`src/rtl/serial_subtractor.sv`:
```
// Bit-serial unsigned subtractor: a - b, one bit per clock, LSB first.
// Handshake: start accepted in IDLE, busy through RUN/DONE, done pulses for one cycle.
module serial_subtractor #(
  parameter int WIDTH = 8
) (
  input  logic             clk,
  input  logic             rst,
  input  logic             start,
  input  logic [WIDTH-1:0] a,
  input  logic [WIDTH-1:0] b,
  output logic             busy,
  output logic             done,
  output logic [WIDTH-1:0] diff,
  output logic             borrow,
  output logic             zero
);

  // state | meaning
  // IDLE  | waiting for start; result outputs hold
  // RUN   | one difference bit per cycle, WIDTH cycles
  // DONE  | result registered, done pulse, back to IDLE next edge
  localparam logic [1:0] IDLE = 2'd0;
  localparam logic [1:0] RUN  = 2'd1;
  localparam logic [1:0] DONE = 2'd2;

  localparam int CW = (WIDTH > 1) ? $clog2(WIDTH) : 1;
  localparam logic [CW-1:0] LAST = CW'(WIDTH - 1);

  logic [1:0]       state;
  logic [CW-1:0]    count;
  logic [WIDTH-1:0] sa;
  logic [WIDTH-1:0] sb;
  logic [WIDTH-1:0] sr;
  logic [WIDTH-1:0] sr_next;
  logic             bw;
  logic             d;
  logic             bo;

  always_comb begin
    d       = sa[0] ^ sb[0] ^ bw;
    bo      = (~sa[0] & sb[0]) | (~(sa[0] ^ sb[0]) & bw);
    // New bit enters at the MSB; the whole register moves right one place.
    sr_next = WIDTH'({d, sr} >> 1);
  end

  always_ff @(posedge clk) begin
    if (rst) begin
      state  <= IDLE;
      count  <= '0;
      sa     <= '0;
      sb     <= '0;
      sr     <= '0;
      bw     <= 1'b0;
      diff   <= '0;
      borrow <= 1'b0;
      zero   <= 1'b1;
    end else begin
      case (state)
        IDLE: begin
          if (start) begin
            sa    <= a;
            sb    <= b;
            bw    <= 1'b0;
            count <= '0;
            state <= RUN;
          end
        end
        RUN: begin
          sa    <= sa >> 1;
          sb    <= sb >> 1;
          sr    <= sr_next;
          bw    <= bo;
          count <= count + 1'b1;
          if (count == LAST) begin
            state  <= DONE;
            diff   <= sr_next;
            borrow <= bo;
            zero   <= (sr_next == '0);
          end
        end
        DONE:    state <= IDLE;
        default: state <= IDLE;
      endcase
    end
  end

  assign busy = (state == RUN) || (state == DONE);
  assign done = (state == DONE);

endmodule

```
`config.mk`:
```
export PLATFORM = sky130hd
export DESIGN_NAME = serial_subtractor
export DESIGN_NICKNAME = d
export VERILOG_FILES = /design/src/rtl/serial_subtractor.sv
export SDC_FILE = /design/constraint.sdc
export NUM_CORES = 1
export LEC_CHECK = 0
export ABC_CLOCK_PERIOD_IN_PS = 1800
export CAP_MARGIN = 0
export CORE_MARGIN = 5
export CORE_UTILIZATION = 44
export DETAILED_ROUTE_END_ITERATION = 8
export PLACE_DENSITY_LB_ADDON = 0.1
export SYNTH_ARGS = -nofsm -noshare
export SYNTH_HDL_FRONTEND = slang
export SYNTH_SLANG_ARGS = --single-unit
```
`constraint.sdc`:
```
create_clock -name clk -period 1.8 [get_ports clk]
set_clock_uncertainty 0.05 [all_clocks]
set_input_delay 0.54 -clock clk [delete_from_list [all_inputs] [get_ports clk]]
set_output_delay 0.54 -clock clk [all_outputs]
set_load 0.01 [all_outputs]
```
run_1/ff_map.png
The bar under the picture is 20 um long. Other sequential cells in the stronger gray, the rest of the logic in the fainter gray.
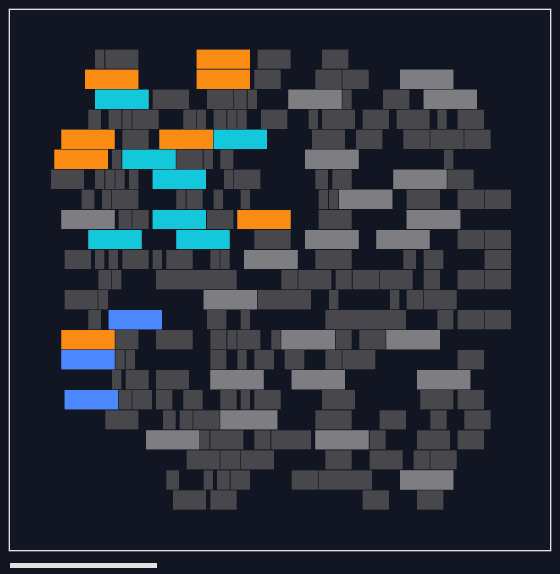
color	signal	sequential cells
blue	count	3
cyan	sr	7
orange	diff	8
not colored	21

run_1/clock_nets.png
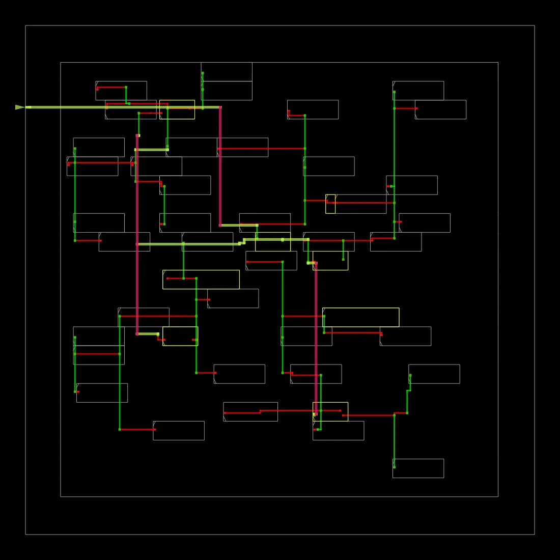
Clock Power: 0.000852 W
worst skew pair latency: 290 ps
Flop Count: 39
clock sinks: 39
# clk buffers: 6

==> results.toml, run 1 <==
# flow metrics
[status]
status = "finished, final reports clean"

[floorplanning]
core_area_um2 = 3943
die_x_um = 73.32
die_h_um = 73.32
fp-utilization_pct = 44.75
dieArea_um2 = 5376
taps = 50
rows = 23

[layout]
nMultiInputCombCells = 119
clk_share_pct = 5.942
lay_top_count = "dfxtp_1"
finalInstanceArea_um2 = 2232
mi_logic_area_um2 = 874.6
inverters = 6
seq-cell-share_pct = 35.03
syn2layout_area_growth_pct = 26.52
final_nets = 231
dominant_cells = "logic gates"
drive_above_1_share_pct = 19.32
nonClkBufAreaFrac_pct = 16.03
n_all_buffers = 35
num-fill-cells = 345
diodes = 0
lay_top_cells = "38 x dfxtp_1, 23 x clkdlybuf4s50_1, 22 x mux2i_1"
ff_latch_area_um2 = 782.0
sh_comb_area_pct = 39.18

[timing]
setup_viol = 0
hold_violations = 0
period_used_pct = 97.72
worst_slew_pin_slew_ps = 587.5
slew_headroom_pct = 59.71
holdWs_ps = 405.2
clock.fmax_ghz = 0.5685
drv_slew = 0
fin_crit_ps = 1759
rsz0062_at_grt = "no"

[yosys]
ys_area_um2 = 1764
largest_area_cell = "dfxtp_1"
numSynthFlops = 39
yosysCellCount = 176
synth_nets = 201
ys_warn_count = 0
synthCells = 176
ys_seq_share_pct = 44.26
synth_cell_type_count = 25
area_leaders = "dfxtp_1 44%, mux2i_1 12%, a211oi_2 9.9%"
top_cell_area_share_pct = 44.26
avgSynthCellArea_um2 = 10.02
netlist_area_um2 = 1764

[hold_path]
hold_start = "diff[2]"
whs_path_depth = 2
hold_path_class = "flop to flop"
whs_endpoint = "diff[2]"

[worst_setup_path]
r2r-start = "state[0]"
cp_cell_sequence = "clkdlybuf4s50_1"
cpMaxStageDelayCell = "clkdlybuf4s50_1"
rrSetupSlack_ps = 210
crit_family = "buffers and inverters"
ff2ff_path_depth = 5
crit_buf_inv = 1
crit_path_end_kind = "primary output"
startpoint = "zero"
worstReg2RegEnd = "sa[5]"
criticalPathCategory = "flop to primary output"
cp_data_required_time_ps = 1210
worstPathMaxFanout = 2
slowest_delay_ps = 540
crit_path_start_kind = "flop"
critPathArrivalTime_ps = 1170

[power]
p_switching_w = 0.0004983
powerComb_w = 0.000327
seq_cell_power_w = 0.000942
pwr-share-seq_pct = 44.4
p_sw_share_pct = 23.49
power_leader = "registers"
pwr-share-comb_pct = 15.4
irDropWorstVdd_mv = 0.5022
power_density_nw_per_um2 = 950.2
p_int_w = 0.001623
power.leakage_nw = 0.9060
clkPwrFrac_pct = 40.2

[global_routing]
gr-total-overflow = 0
grt_antenna_before_repair = 0
grt_usage_pct = 13.92
grt_max_degree = 40
grt_first_pass_wirelength_um = 5830
grt_pass1_vias = 1349

[place]
dp_hpwl_um = 2371
placed_cell_area_um2 = 2091
gp_congestion = 0.7631

[cts]
cts_max_level = 2
numCtsBuffers = 5
root_buffer = "clkbuf_8"
clockBufferDepth = 2
cts_tree = "built"
cts_resized = 4
holdBufCountCts = 0
cts_setup_buffers = 0
clk_pin_slew_ps = 70

[flow_run]
tool_warnings = 28
drv_cap = 0

[routing]
vias = 1317
drc = 0
drt-total-wl_um = 3411
antenna_left = 0
avgViaCountPerCell = 5.125
wl_per_cell_um = 13.27
drt-initial-drc-count = 67
drt-pass1-iter-count = 4
run_1/port_trees.png
The bar under the picture is 20 um long.
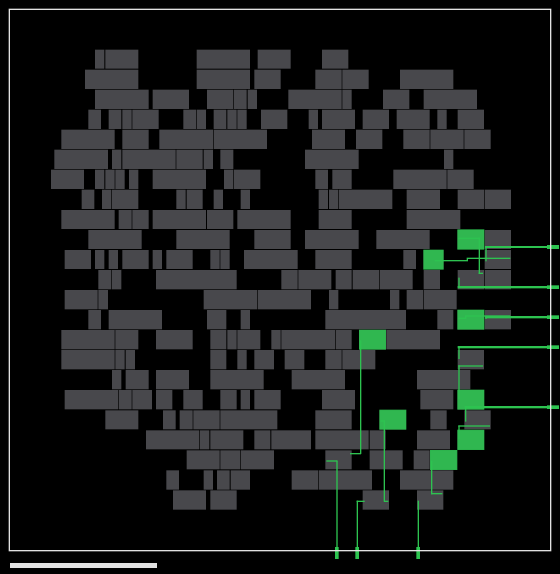
color	port	direction	end cells	wire
green	b	input	8	159 um
Port Buffers: 30
Ports: 31

run 1: per-layer routing:
metal	vias to the layer above	global-route usage (%)	part of all wire, %
li1	668	-	-
met3	9	3.830	4.5
met4	0	7.042	2.4
met5	-	0	0
met2	23	24.13	50
met1	617	15.52	43
run 1: stage by stage:
step | setup slack [ps] | instances | util, % | total power [W] | setup TNS, ps
detailed placement | -161.5 | 249 | 53.03 | 0.001295 | -2197
global route | 0.5299 | 257 | 56.62 | 0.002221 | 0
floorplan | 344.1 | 176 | - | 0.001219 | 0
finish | 41.06 | 257 | 56.62 | 0.002121 | 0
global placement | -103.7 | 249 | 53.03 | 0.001282 | -1323
CTS | 5.581 | 257 | 56.39 | 0.002153 | 0
run 1: state kept, by name (all words and copies together), names as in the netlist:
signal and count:
diff 8, sa 8, sb 8, sr 7, count 3, state 2
borrow 1, bw 1, zero 1
run 1: worst max-delay path by stage:
stage,to,slack (ps),depth (start not counted)
after floorplan,sa[3],340,7
after global placement,sa[4],-100,4
after detailed placement,sa[5],-160,4
after CTS,busy,6,3
after global routing,zero,0.5,1
final,zero,40,1
run 1: synthesized netlist by cell type:
library cell,n
a211oi_1,2
buf_6,4
nand2_1,20
nor3_1,1
mux2i_1,22
nand3b_1,3
nor2_1,15
ha_1,5
inv_1,6
nand3_1,1
nand2_2,1
nand2b_1,2
buf_2,3
nor2_2,10
a32oi_1,3
nor4_1,2
nor2b_1,1
dfxtp_1,39
a21oi_1,14
and2_1,1
mux2_4,1
clkbuf_1,3
a211oi_2,14
fa_1,1
buf_4,2
run 1: kinds of logic after synthesis:
kind of cell	count (synthesis)	synth area share (%)
DFF	39	44.26
muxes	23	13.33
adders and majority gates	6	4.681
AOI/OAI and AO/OA	33	16.24
and+or+nand+nor	57	15.32
buffers and inverters	18	6.169
--- run 2 (diff from run 1) ---
--- a/config.mk
+++ b/config.mk
@@ -5,6 +5,7 @@
 export SDC_FILE = /design/constraint.sdc
 export NUM_CORES = 1
 export LEC_CHECK = 0
+export ABC_AREA = 1
 export ABC_CLOCK_PERIOD_IN_PS = 1800
 export CAP_MARGIN = 0
 export CORE_MARGIN = 5
run_2/clock_nets.png
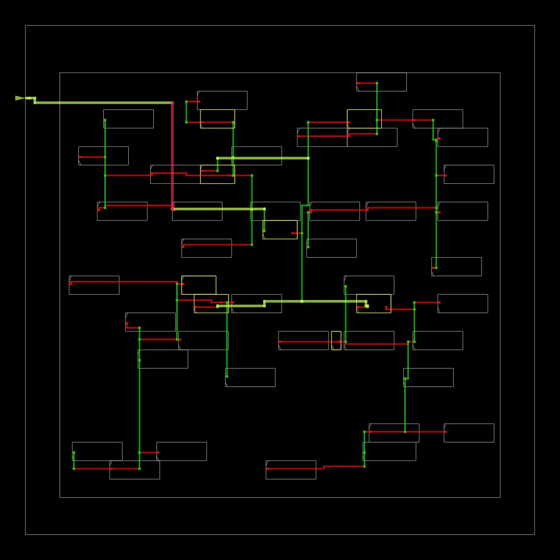
Clock Power: 0.000639 W
worst skew pair latency: 280 ps

run_2/ff_map.png
The bar under the picture is 20 um long. Other sequential cells in the stronger gray, the rest of the logic in the fainter gray.
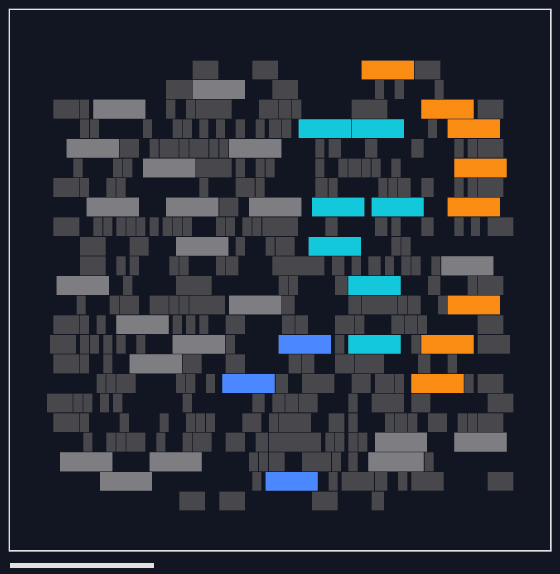
color	signal	sequential cells
blue	count	3
cyan	sr	7
orange	diff	8
not colored	21
sequential group power: 0.00100 W
Flop area: 782.0 um2
final core utilization: 56.24%
fraction of area in registers: 34.27%

==> run 2 against run 1 <==
Compared with the run above: sequential power rose by 6%; via count rose by 22%; first-iteration DRC count rose by 16%; utilization fell by 0.37 points; critical path depth did not move; global-route usage rose by 0.77 points; register-to-register slack improved by 80 ps; count of clock-buffer cells in the layout rose by 2; sequential share of layout area fell by 0.77 points; setup slack improved by 26 ps; largest power group unchanged.
==> results.toml, run 2 <==
# flow metrics
[timing]
rsz0062_at_grt = "no"
setup_viol = 0
drv_slew = 0
period_used_pct = 96.30
worst_slew_pin_slew_ps = 389.5
holdWs_ps = 411.5
hold_violations = 0
slew_headroom_pct = 74.04

[worst_setup_path]
rrSetupSlack_ps = 290
worstReg2RegEnd = "zero"
ff2ff_path_depth = 8
r2r-start = "state[1]"
slowest_delay_ps = 530
cp_data_required_time_ps = 1210
crit_family = "buffers and inverters"
startpoint = "diff[2]"
crit_path_start_kind = "flop"

[routing]
drt-total-wl_um = 3667
avgViaCountPerCell = 4.713
wl_per_cell_um = 10.72
antenna_left = 0
drt-pass1-iter-count = 4

[layout]
reg.largest.list = "diff (8), sa (8), sb (8)"
finalInstanceArea_um2 = 2282
lay_top_count = "nand2_1"
lay_top_cells = "71 x nand2_1, 59 x nor2_1, 38 x dfxtp_1"
syn2layout_area_growth_pct = 22.91

[yosys]
synthArstFlopShare_pct = 0
synth_cell_type_count = 20
ys.flop_type = "dfxtp_1"
yosysCellCount = 260
numSynthFlops = 39
ys_area_um2 = 1857
synthTopCellsByCount = "71 x nand2_1, 59 x nor2_1, 39 x dfxtp_1, 14 x nand3b_1, 14 x o21ai_0"
synthCells = 260
most_common_cell = "nand2_1"
ys_seq_share_pct = 42.05
largest_area_cell = "dfxtp_1"
area_leaders = "dfxtp_1 42%, nand2_1 14%, nor2_1 12%"
synth_nets = 285
avgSynthCellArea_um2 = 7.141

[place]
gp_congestion = 0.7606
port-buffer-count = 30
dp_hpwl_um = 2535

[cts]
root_buffer = "clkbuf_8"
cts_setup_buffers = 0
cts_tree = "built"
clockBufferDepth = 2

[status]
status = "finished, final reports clean"

[hold_path]
hold_start = "sr[1]"
hold_path_class = "flop to flop"
whs_path_depth = 2

[global_routing]
grt_first_pass_wirelength_um = 6313
grt_antenna_before_repair = 0
grt_max_degree = 27
grt_util_met2_pct = 23.50
busiest_layer = "met2"
grt_pass1_vias = 1456

[power]
power_density_nw_per_um2 = 951.4
power.leakage_nw = 1.079

[floorplanning]
fp-utilization_pct = 45.76
die_h_um = 74.96
die_x_um = 74.96
core_area_um2 = 4058
io_pins = 31
rows = 23

[flow_run]
drv_cap = 0
-- run 2: worst max-delay path by stage --
stage          slack (ps)      end
3_3_place_gp           40     busy
6_report               70  diff[2]
2_1_floorplan         490  diff[3]
4_1_cts                 3     busy
5_1_grt                 5  diff[5]
3_5_place_dp           10     busy
-- run 2: cell families (layout without fill, tap and decap cells) --
kind of cell | after synthesis | after routing | synth area share (%)
compound gates | 29 | 29 | 8.221
buf+inv | 31 | 63 | 9.637
flops | 39 | 39 | 42.05
simple gates | 155 | 155 | 35.65
fa+ha+maj | 6 | 6 | 4.447
-- run 2: metal layers --
layer,share of wire [%],wire [um]
met5,0,0
met4,0.41,15
met3,6.1,224
met2,45,1651
met1,48,1775
-- run 2: cell type report --
type	count	area, um2
Timing Repair Buffer	39	377.9
Fill cell	405	1775
Tap cell	50	62.56
Inverter	16	62.56
Sequential cell	39	782.0
Multi-Input combinational cell	190	897.1
Clock buffer	8	100.1
-- run 2: stage by stage --
stage / instances / worst slack (ps) / util [%]
3_5_place_dp: 334 / 10.31 / 53.81
6_report: 342 / 66.62 / 56.24
3_3_place_gp: 334 / 35.30 / 53.81
2_1_floorplan: 260 / 492.5 / -
5_1_grt: 342 / 4.605 / 56.24
4_1_cts: 342 / 2.694 / 56.31
-- run 2: timing repair --
item                       in CTS  in global routing
setup endpoints to repair       2                  3
hold buffers                    0                  0
pin swaps                       0                  0
resized                         5                  3
-- run 2: where the power goes --
group          switching [W]  leakage (nW)  internal [W]  total (W)
registers          0.0000470         0.320      0.000956    0.00100
logic               0.000307         0.707      0.000222   0.000529
clock network       0.000290        0.0515      0.000350   0.000639
Power and IR drop assume default switching activity.
